--- config.mk ---
export PLATFORM = sky130hd
export DESIGN_NAME = ifetch_buffer
export DESIGN_NICKNAME = d
export VERILOG_FILES = /design/src/rtl/ifetch_buffer.sv
export SDC_FILE = /design/constraint.sdc
export NUM_CORES = 1
export LEC_CHECK = 0
export CAP_MARGIN = 10
export CORE_ASPECT_RATIO = 1.25
export CORE_MARGIN = 2
export CORE_UTILIZATION = 49
export DETAILED_ROUTE_END_ITERATION = 6
export HOLD_SLACK_MARGIN = 0.15
export MAX_ROUTING_LAYER = met4
export PLACE_DENSITY = 0.83
export SYNTH_ARGS = -nofsm -noshare
export SYNTH_HDL_FRONTEND = slang
export SYNTH_SLANG_ARGS = --single-unit
--- constraint.sdc ---
create_clock -name clk -period 2.21 [get_ports clk]
set_input_delay 0.442 -clock clk [delete_from_list [all_inputs] [get_ports clk]]
set_output_delay 0.442 -clock clk [all_outputs]
set_load 0.02 [all_outputs]
--- src/rtl/ifetch_buffer.sv ---
// Instruction-fetch stage with IF/ID pipeline register and a one-entry skid slot.
// Owns the PC, drives a 1-cycle-latency instruction memory, handles stalls and EX redirects.
module ifetch_buffer #(
  parameter logic [31:0] RESET_PC  = 32'h0000_0000,
  parameter int          IMEM_AW   = 14,
  parameter logic [31:0] NOP_INSTR = 32'h0000_0013
) (
  input  logic               clk,
  input  logic               rst,
  input  logic               stall,
  input  logic               redirect,
  input  logic [31:0]        redirect_pc,
  output logic               imem_en,
  output logic [IMEM_AW-1:0] imem_addr,
  input  logic [31:0]        imem_rdata,
  output logic [31:0]        pc_o,
  output logic [31:0]        pc4_o,
  output logic [31:0]        instr_o,
  output logic               valid_o,
  output logic [4:0]         rs1_o,
  output logic [4:0]         rs2_o,
  output logic [4:0]         rd_o,
  output logic               misalign_o
);

  logic [31:0] pc_q;
  logic [31:0] req_pc_q;
  logic        req_valid_q;
  logic        skid_valid;
  logic [31:0] skid_pc;
  logic [31:0] skid_instr;

  logic        cand_valid;
  logic [31:0] cand_pc;
  logic [31:0] cand_instr;

  // Skid slot always holds the oldest fetched word, so it wins over the in-flight read.
  always_comb begin
    cand_valid = 1'b0;
    cand_pc    = 32'h0000_0000;
    cand_instr = NOP_INSTR;
    if (skid_valid) begin
      cand_valid = 1'b1;
      cand_pc    = skid_pc;
      cand_instr = skid_instr;
    end else if (req_valid_q) begin
      cand_valid = 1'b1;
      cand_pc    = req_pc_q;
      cand_instr = imem_rdata;
    end else begin
      cand_valid = 1'b0;
    end
  end

  assign imem_en   = !rst && !stall && !redirect;
  assign imem_addr = pc_q[IMEM_AW+1:2];

  assign pc4_o = pc_o + 32'd4;
  assign rs1_o = instr_o[19:15];
  assign rs2_o = instr_o[24:20];
  assign rd_o  = instr_o[11:7];

  // Fetch state and IF/ID register update; priority rst > redirect > stall > advance.
  always_ff @(posedge clk) begin
    if (rst) begin
      pc_q        <= RESET_PC;
      req_valid_q <= 1'b0;
      req_pc_q    <= 32'h0000_0000;
      skid_valid  <= 1'b0;
      skid_pc     <= 32'h0000_0000;
      skid_instr  <= NOP_INSTR;
      valid_o     <= 1'b0;
      instr_o     <= NOP_INSTR;
      pc_o        <= 32'h0000_0000;
      misalign_o  <= 1'b0;
    end else if (redirect) begin
      pc_q        <= {redirect_pc[31:2], 2'b00};
      req_valid_q <= 1'b0;
      skid_valid  <= 1'b0;
      valid_o     <= 1'b0;
      instr_o     <= NOP_INSTR;
      misalign_o  <= |redirect_pc[1:0];
    end else if (stall) begin
      // The in-flight word would be lost next cycle, so park it unless the slot is taken.
      if (!skid_valid && req_valid_q) begin
        skid_valid <= 1'b1;
        skid_pc    <= req_pc_q;
        skid_instr <= imem_rdata;
      end
      req_valid_q <= 1'b0;
      misalign_o  <= 1'b0;
    end else begin
      if (cand_valid) begin
        valid_o <= 1'b1;
        pc_o    <= cand_pc;
        instr_o <= cand_instr;
      end else begin
        valid_o <= 1'b0;
        instr_o <= NOP_INSTR;
      end
      skid_valid  <= 1'b0;
      req_pc_q    <= pc_q;
      req_valid_q <= 1'b1;
      pc_q        <= pc_q + 32'd4;
      misalign_o  <= 1'b0;
    end
  end

endmodule
==> images/power_grid.png <==
Pins as bars on the die edge.
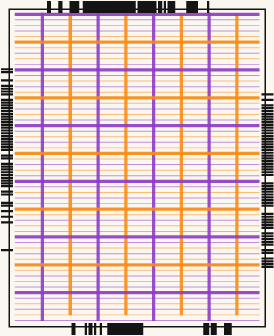
colour	net
orange	VDD
purple	VSS
met5 straps	11
rows	55
signal pins	196
met1 rails	56
Die X: 124 µm
Peak VDD IR: 0.000386 V
core footprint: 0.0179 mm²
Die Y: 154 µm

==> images/placement_by_type.png <==
Scale bar: 20 µm.
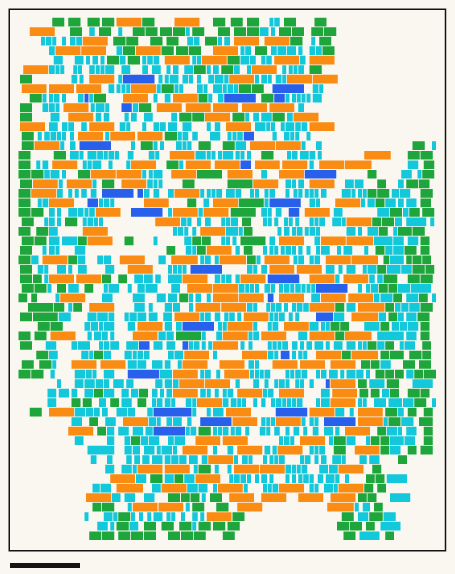
colour	class	cells
orange	flops	188
green	other buffers and delay cells	280
blue	clock drivers and dummy loads	32
cyan	combinational and other logic	870
flop share of the area: 0.317
num rows: 55
final instance area: 0.0119 mm²
final design utilization: 0.665

==> out/qor.yml <==
status: "finished, violations left"
violations: "setup timing"
common_cells: "nand2_1, dfxtp_1, a21oi_1, nor2_1, clkbuf_1"
post_drt_wl_per_cell_um: 15.5
antenna_found_initial: 0
slew_headroom: 0.501
cts_tree: "yes"
grt_max_degree: 160
cp.arrival_ps: 2000
totalPowerFinal_mw: 7.32
drt-total-wl_um: 24700
initCoreUtil: 0.496
top_area_frac: 0.424
fin_crit_sh: 1.11
syn_to_final_growth_pct: 34.2
worstSkewPairLatency_ps: 430
drc: 0
drive_above_1_share: 0.136
crit_type: "register to output port"
vias: 8887
yosysMostFrequentCell: "nand2_1"
syn_avg_cell_area_um2: 7.51
setup_viol: 21
ys_seq_elements: 188
path_clk_slew_ps: 70
ant_nets: 0
place_congestion: 0.883
chip_area_mm2: 0.0192
clock_path_buffers: 2
regArea_mm2: 0.00378
tightest_slew_ps: 748
power.density_mw_per_mm2: 615
portBuffers: 191
end_kind: "output port"
nets: 1427
hold_buffers: 0
warning_count: 31
fin_ws_ps: -235
firstDrtPassIters: 7
max_freq_mhz: 409
rsz0062_at_grt: "yes"
cp_max_fo: 5
cts.sinks: 188
synth_cell_type_count: 47
crit_path_start_kind: "register"
mi_logic_area_mm2: 0.00461
ys_chip_area_mm2: 0.00887
yosysWarnings: 0
grt_pass1_wl_um: 40000
dp.cells: 1560
post-place-ws_ps: -284
leakagePower_nw: 4.24
-- placed cells by master, fill, tap and decap left out, types with 4 or more instances in the layout --
master	n
nor2_1	122
dfxtp_1	176
inv_1	12
a311oi_1	6
and3_1	9
o21ai_0	37
a211oi_1	42
and4_1	11
nand2_1	261
nand3b_1	37
nor3_1	7
dfxtp_2	12
or3_1	8
and2_1	4
dlygate4sd2_1	5
buf_4	98
xor2_1	13
nand3_1	21
nand3_2	6
buf_12	8
a31oi_1	4
clkdlybuf4s50_1	160
nand4_1	20
a21oi_1	159
conb_1	4
clkbuf_16	17
o211ai_1	8
xnor2_2	6
xnor2_1	21
inv_6	4
buf_6	5
-- cell type report --
type,count,area share
Inverter,12,0.00378
Timing Repair Buffer,280,0.220
Clock inverter,12,0.00957
Tap cell,228,0.0240
Clock buffer,20,0.0375
Multi-Input combinational cell,858,0.387
Sequential cell,188,0.317
-- where the power goes --
part | switching [mW] | internal, mW
Combinational | 0.449 | 0.377
Sequential | 0.0921 | 3.48
Clock | 1.32 | 1.60
-- final timing paths --
check | slack [ps] | start | depth (start not counted) | to
setup / recovery | -240 | pc_o[11] | 7 | pc4_o[24]
hold / removal | 410 | stall | 4 | skid_valid
setup reg to reg | 290 | pc_q[2] | 5 | pc_q[20]
hold reg to reg | 450 | skid_pc[4] | 2 | skid_pc[4]
-- registers in the layout, summed over array words and instances (netlist names) --
register     flops
instr_o         32
misalign_o       1
pc_o            30
pc_q            30
req_pc_q        30
req_valid_q      1
skid_instr      32
skid_pc         30
skid_valid       1
valid_o          1
-- cells by family after synthesis --
logic type	share of synthesized area
XOR/XNOR	0.0405
AND/OR/NAND/NOR	0.277
adder cells (fa/ha/maj)	0.00282
AND-OR/OR-AND	0.179
other	0.000423
buffers and inverters	0.0748
flip-flops	0.424
multiplexers	0.00113
-- metal layers --
layer / track usage / part of all wire / vias up / routed length, µm
li1: - / - / 4363 / -
met1: 0.314 / 0.42 / 4113 / 10400
met2: 0.418 / 0.49 / 353 / 12200
met3: 0.0436 / 0.060 / 58 / 1500
met4: 0.100 / 0.026 / 0 / 640
met5: - / 0 / - / 0
-- repair_timing --
action,CTS,global route
cloned,0,0
setup buffers,4,2
pin swaps,12,15
gates resized,149,20
setup endpoints to repair,30,24
-- through the flow --
step / util / instance area (µm²)
6_report: 0.665 / 11900
3_3_place_gp: 0.627 / 11200
4_1_cts: 0.660 / 11800
2_1_floorplan: - / 8910
5_1_grt: 0.665 / 11900
3_5_place_dp: 0.627 / 11200
-- critical path, stage by stage, from the launching register on --
cell	delay, ps
dfxtp_2	330
nand4_1	150
buf_4	180
nor4_4	270
buf_6	180
nand4_1	100
xnor2_1	190
buf_4	170
No activity file was given, so power comes from the tool's default toggle rates.
